### src/rtl/hbm_bridge_pkg.sv
// Shared FSM encoding and AXI4 constants for the core-to-HBM AXI bridge.
package hbm_bridge_pkg;

   typedef enum logic [2:0] {
      IDLE,
      WR,
      WAIT_B,
      RD,
      WAIT_R,
      RESP
   } state_t;

   localparam logic [1:0] BURST_INCR           = 2'b01;
   localparam logic [3:0] CACHE_MODIFIABLE_BUF = 4'b0011;
   localparam logic [1:0] RESP_OKAY            = 2'b00;

   // AxSIZE encoding for a full-width beat: log2 of the bus width in bytes.
   function automatic logic [2:0] axi_size(input int unsigned data_w);
      logic [2:0] size;
      size = '0;
      for (int unsigned i = 0; i < 8; i++) begin
         if ((32'd1 << i) == data_w / 8) size = i[2:0];
      end
      return size;
   endfunction

endpackage

### src/rtl/hbm_axi_mem_bridge.sv
// Single-outstanding bridge from core valid/ready requests to AXI4 single-beat
// transactions on hbm_interface S00_AXI, with a sticky hang watchdog.
module hbm_axi_mem_bridge
   import hbm_bridge_pkg::*;
#(
   parameter int unsigned ADDR_W      = 33,
   parameter int unsigned DATA_W      = 256,
   parameter int unsigned ID_W        = 6,
   parameter logic [ID_W-1:0] AXI_ID  = '0,
   parameter int unsigned TIMEOUT_CYC = 4096
) (
   input  logic                  clk,
   input  logic                  uncore_reset,

   input  logic                  req_valid,
   output logic                  req_ready,
   input  logic                  req_we,
   input  logic [ADDR_W-1:0]     req_addr,
   input  logic [DATA_W-1:0]     req_wdata,
   input  logic [DATA_W/8-1:0]   req_wstrb,

   output logic                  rsp_valid,
   input  logic                  rsp_ready,
   output logic [DATA_W-1:0]     rsp_rdata,
   output logic                  rsp_err,
   output logic                  hang_o,

   output logic [ADDR_W-1:0]     m_axi_awaddr,
   output logic [ID_W-1:0]       m_axi_awid,
   output logic [7:0]            m_axi_awlen,
   output logic [2:0]            m_axi_awsize,
   output logic [1:0]            m_axi_awburst,
   output logic                  m_axi_awlock,
   output logic [3:0]            m_axi_awcache,
   output logic [2:0]            m_axi_awprot,
   output logic [3:0]            m_axi_awqos,
   output logic                  m_axi_awvalid,
   input  logic                  m_axi_awready,

   output logic [DATA_W-1:0]     m_axi_wdata,
   output logic [DATA_W/8-1:0]   m_axi_wstrb,
   output logic                  m_axi_wlast,
   output logic                  m_axi_wvalid,
   input  logic                  m_axi_wready,

   input  logic [ID_W-1:0]       m_axi_bid,
   input  logic [1:0]            m_axi_bresp,
   input  logic                  m_axi_bvalid,
   output logic                  m_axi_bready,

   output logic [ADDR_W-1:0]     m_axi_araddr,
   output logic [ID_W-1:0]       m_axi_arid,
   output logic [7:0]            m_axi_arlen,
   output logic [2:0]            m_axi_arsize,
   output logic [1:0]            m_axi_arburst,
   output logic                  m_axi_arlock,
   output logic [3:0]            m_axi_arcache,
   output logic [2:0]            m_axi_arprot,
   output logic [3:0]            m_axi_arqos,
   output logic                  m_axi_arvalid,
   input  logic                  m_axi_arready,

   input  logic [DATA_W-1:0]     m_axi_rdata,
   input  logic [ID_W-1:0]       m_axi_rid,
   input  logic [1:0]            m_axi_rresp,
   input  logic                  m_axi_rlast,
   input  logic                  m_axi_rvalid,
   output logic                  m_axi_rready
);

   localparam int unsigned     WD_W   = $clog2(TIMEOUT_CYC + 1);
   localparam logic [WD_W-1:0] WD_MAX = WD_W'(TIMEOUT_CYC);
   localparam logic [ADDR_W-1:0] ALIGN_MASK = ~ADDR_W'(DATA_W / 8 - 1);

   state_t              state;
   logic [ADDR_W-1:0]   addr_q;
   logic [DATA_W-1:0]   wdata_q;
   logic [DATA_W/8-1:0] wstrb_q;
   logic [WD_W-1:0]     wd_cnt;
   logic                busy;

   // Single outstanding transaction, so response IDs carry no information.
   logic unused_ids;
   assign unused_ids = ^{m_axi_bid, m_axi_rid};

   assign busy = (state == WR) || (state == WAIT_B) || (state == RD) || (state == WAIT_R);

   assign m_axi_awaddr  = addr_q;
   assign m_axi_awid    = AXI_ID;
   assign m_axi_awlen   = '0;
   assign m_axi_awsize  = axi_size(DATA_W);
   assign m_axi_awburst = BURST_INCR;
   assign m_axi_awlock  = 1'b0;
   assign m_axi_awcache = CACHE_MODIFIABLE_BUF;
   assign m_axi_awprot  = '0;
   assign m_axi_awqos   = '0;

   assign m_axi_wdata   = wdata_q;
   assign m_axi_wstrb   = wstrb_q;
   assign m_axi_wlast   = 1'b1;

   assign m_axi_araddr  = addr_q;
   assign m_axi_arid    = AXI_ID;
   assign m_axi_arlen   = '0;
   assign m_axi_arsize  = axi_size(DATA_W);
   assign m_axi_arburst = BURST_INCR;
   assign m_axi_arlock  = 1'b0;
   assign m_axi_arcache = CACHE_MODIFIABLE_BUF;
   assign m_axi_arprot  = '0;
   assign m_axi_arqos   = '0;

   always_ff @(posedge clk) begin
      if (uncore_reset) begin
         state         <= IDLE;
         addr_q        <= '0;
         wdata_q       <= '0;
         wstrb_q       <= '0;
         wd_cnt        <= '0;
         req_ready     <= 1'b0;
         rsp_valid     <= 1'b0;
         rsp_rdata     <= '0;
         rsp_err       <= 1'b0;
         hang_o        <= 1'b0;
         m_axi_awvalid <= 1'b0;
         m_axi_wvalid  <= 1'b0;
         m_axi_bready  <= 1'b0;
         m_axi_arvalid <= 1'b0;
         m_axi_rready  <= 1'b0;
      end else begin
         // Watchdog only observes; the transaction keeps waiting after it fires.
         if (busy) begin
            if (wd_cnt != WD_MAX) wd_cnt <= wd_cnt + WD_W'(1);
            if (wd_cnt == WD_MAX - WD_W'(1)) hang_o <= 1'b1;
         end

         case (state)
            IDLE: begin
               if (req_valid && req_ready) begin
                  req_ready <= 1'b0;
                  addr_q    <= req_addr & ALIGN_MASK;
                  wdata_q   <= req_wdata;
                  wstrb_q   <= req_wstrb;
                  if (req_we) begin
                     state         <= WR;
                     m_axi_awvalid <= 1'b1;
                     m_axi_wvalid  <= 1'b1;
                  end else begin
                     state         <= RD;
                     m_axi_arvalid <= 1'b1;
                  end
               end else begin
                  req_ready <= 1'b1;
               end
            end

            WR: begin
               if (m_axi_awready) m_axi_awvalid <= 1'b0;
               if (m_axi_wready)  m_axi_wvalid  <= 1'b0;
               if ((!m_axi_awvalid || m_axi_awready) && (!m_axi_wvalid || m_axi_wready)) begin
                  state        <= WAIT_B;
                  m_axi_bready <= 1'b1;
               end
            end

            WAIT_B: begin
               if (m_axi_bvalid) begin
                  state        <= RESP;
                  m_axi_bready <= 1'b0;
                  rsp_valid    <= 1'b1;
                  rsp_rdata    <= '0;
                  rsp_err      <= (m_axi_bresp != RESP_OKAY);
                  wd_cnt       <= '0;
               end
            end

            RD: begin
               if (m_axi_arready) begin
                  state         <= WAIT_R;
                  m_axi_arvalid <= 1'b0;
                  m_axi_rready  <= 1'b1;
               end
            end

            WAIT_R: begin
               if (m_axi_rvalid) begin
                  state        <= RESP;
                  m_axi_rready <= 1'b0;
                  rsp_valid    <= 1'b1;
                  rsp_rdata    <= m_axi_rdata;
                  rsp_err      <= (m_axi_rresp != RESP_OKAY) || !m_axi_rlast;
                  wd_cnt       <= '0;
               end
            end

            RESP: begin
               if (rsp_ready) begin
                  state     <= IDLE;
                  rsp_valid <= 1'b0;
                  req_ready <= 1'b1;
               end
            end

            default: state <= IDLE;
         endcase
      end
   end

endmodule

### config.mk
export PLATFORM = sky130hd
export DESIGN_NAME = hbm_axi_mem_bridge
export DESIGN_NICKNAME = d
export VERILOG_FILES = /design/src/rtl/hbm_bridge_pkg.sv /design/src/rtl/hbm_axi_mem_bridge.sv
export SDC_FILE = /design/constraint.sdc
export NUM_CORES = 1
export LEC_CHECK = 0
export ABC_AREA = 0
export CAP_MARGIN = 30
export CORE_AREA = 2 2 500 502
export DETAILED_ROUTE_END_ITERATION = 10
export DIE_AREA = 0 0 502 504
export PLACE_DENSITY = 0.3
export SLEW_MARGIN = 10
export SYNTH_ARGS = -nofsm -noshare
export SYNTH_HDL_FRONTEND = slang
export SYNTH_SLANG_ARGS = --single-unit
### constraint.sdc
create_clock -name clk -period 5.2 [get_ports clk]
set_input_delay 0.52 -clock clk [delete_from_list [all_inputs] [get_ports clk]]
set_output_delay 0.52 -clock clk [all_outputs]
set_load 0.01 [all_outputs]
### Wiring by layer

Bar = 200 µm. Two of the layers only.
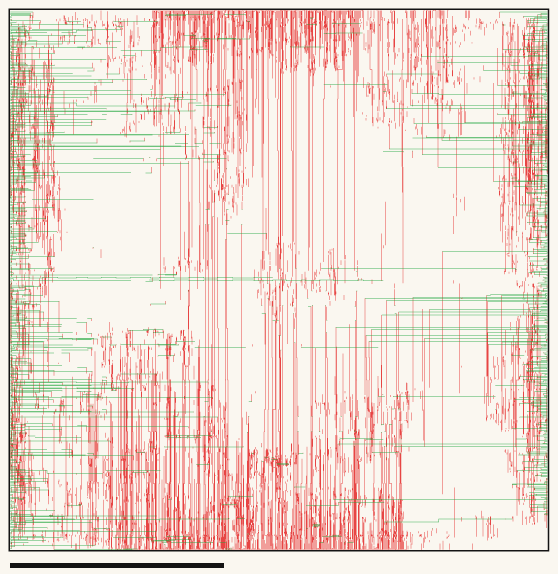
legend:
  M3:
    colour: green
    wire_length: 21.4 mm
  M2:
    colour: red
    wire_length: 76.8 mm

### Clock network drawn from the DEF

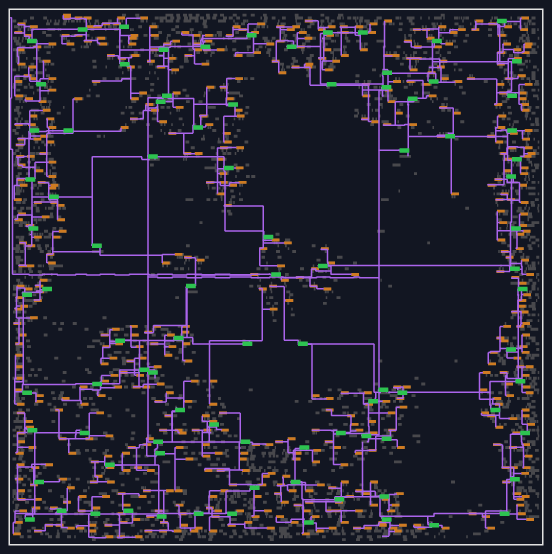
legend:
  flip-flops:
    colour: orange
    count: 597
  clock wires:
    colour: purple
    length: 14,000 µm
  clock-net drivers:
    colour: green
    count: 90
flops lie: widely spread

### Cell outlines without signal wires

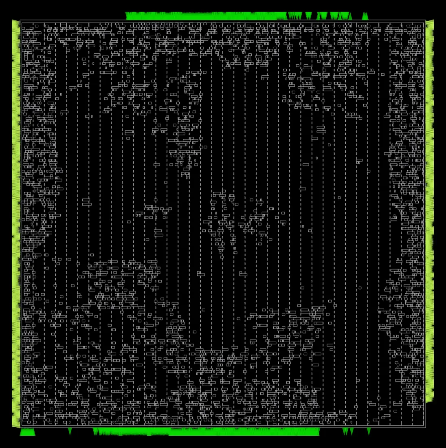
row count: 183
Seq area share: 0.3021
Tap Count: 3,330

==> impl_metrics.yaml <==
# yosys + openroad results
finish:
  clkCellAreaFrac: 0.07907
  clkbuf_count: 129
  nFillCells: 27960
  fin_nets: 4180
  n_antenna_cell: 25
  final_cell_mix: "1,194 x clkdlybuf4s50_1, 643 x nand2_1, 597 x dfxtp_1"
power:
  max-vdd-ir-drop_uv: 256.2
  p_leak_nw: 12.90
job:
  drv_cap: 0
timing:
  fin_hold_ws_ps: 202.0
  final_max_slew_viol_count: 0
  clock_skew_ps: 92.28
synth:
  ys_sh_adder: 0.001179
  top_logic_kind: "AND-OR/OR-AND gates"
  aoi_share: 0.1779
run_status:
  outcome: "finished, final reports clean"
critical_path:
  cp_max_fo: 53
grt:
  grt_pass1_wl_um: 209500
  grt_util_met3: 0.07052
die:
  initial_core_util: 0.08576
  die_w_um: 502
  io-pin-count: 1286
clock_network:
  clockBufferDepth: 3
  numCtsBuffers: 90
placement:
  gp_congestion: 0.7834
detailed_routing:
  viasPerCell: 3.188
### Placement by cell class

Bar = 200 µm.
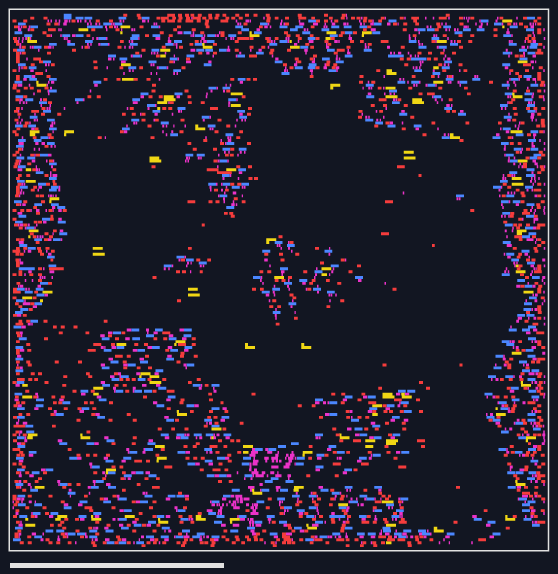
legend:
  registers:
    colour: blue
    cells: 597
    share_of_their_area: 34%
  clock drivers and dummy loads:
    colour: yellow
    cells: 166
    share_of_their_area: 8.9%
  remaining buffers and delay cells:
    colour: red
    cells: 1,219
    share_of_their_area: 35%
  remaining logic cells:
    colour: magenta
    cells: 1,666
    share_of_their_area: 22%

### Power grid

Bar = 200 µm. Pins as bars on the die edge. Tap cells in grey.
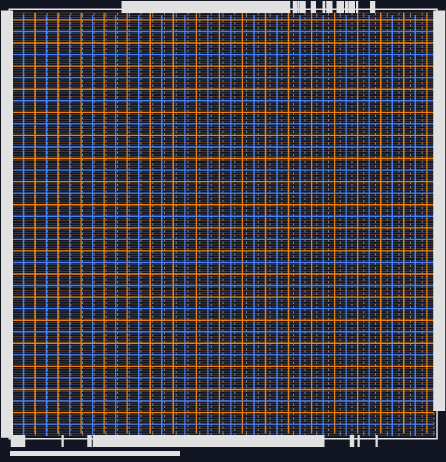
legend:
  VSS:
    colour: blue
  VDD:
    colour: orange
met1 rails: 184
met4 straps: 36

-- cell usage after synthesis, types with 3 or more instances --
| library cell | instances | area (µm²) |
|---|---|---|
| inv_1 | 10 | 37.54 |
| buf_4 | 102 | 765.7 |
| buf_2 | 92 | 460.4 |
| clkbuf_1 | 100 | 375.4 |
| a22oi_1 | 257 | 1929 |
| dfxtp_1 | 597 | 11950 |
| a311oi_1 | 4 | 35.03 |
| or3_1 | 4 | 25.02 |
| nor2b_1 | 3 | 18.77 |
| a21oi_1 | 330 | 1652 |
| and3_1 | 4 | 25.02 |
| nand2_1 | 643 | 2414 |
| nand4_1 | 6 | 37.54 |
| o31ai_1 | 3 | 22.52 |
| buf_1 | 7 | 26.28 |
| o21ai_0 | 10 | 50.05 |
| nand3b_1 | 3 | 22.52 |
| xor2_1 | 4 | 35.03 |
| nor2_1 | 268 | 1006 |
| nor3_1 | 5 | 25.02 |
| or4_1 | 4 | 30.03 |
| nand3_1 | 6 | 30.03 |
-- registers in the layout, summed over array words and instances (netlist names), 3 cells and up --
name / flops
m_axi_wdata: 256
m_axi_araddr: 28
rsp_rdata: 256
m_axi_wstrb: 32
state: 3
wd_cnt: 13
-- final timing paths --
kind	startpoint	to	slack, ps	cells after the start
worst min register to register	m_axi_wstrb[4]	m_axi_wstrb[4]	450	2
worst min-delay path	uncore_reset	rsp_rdata[97]	200	2
worst max-delay path	state[2]	rsp_rdata[28]	2250	5
worst max register to register	state[2]	rsp_rdata[28]	2250	5
-- worst max-delay path, stage by stage, from the launching register on --
cell and delay, ps:
dfxtp_1 620, nor3b_2 500, and2_4 720, buf_4 630, a22oi_1 180, nor2_1 120
-- report_power, final --
group          internal [mW]  switching [mW]  total, mW
Combinational           1.54            1.93       3.48
Clock                   3.83            2.71       6.53
Sequential              5.02           0.314       5.33
Power and IR drop assume default switching activity.
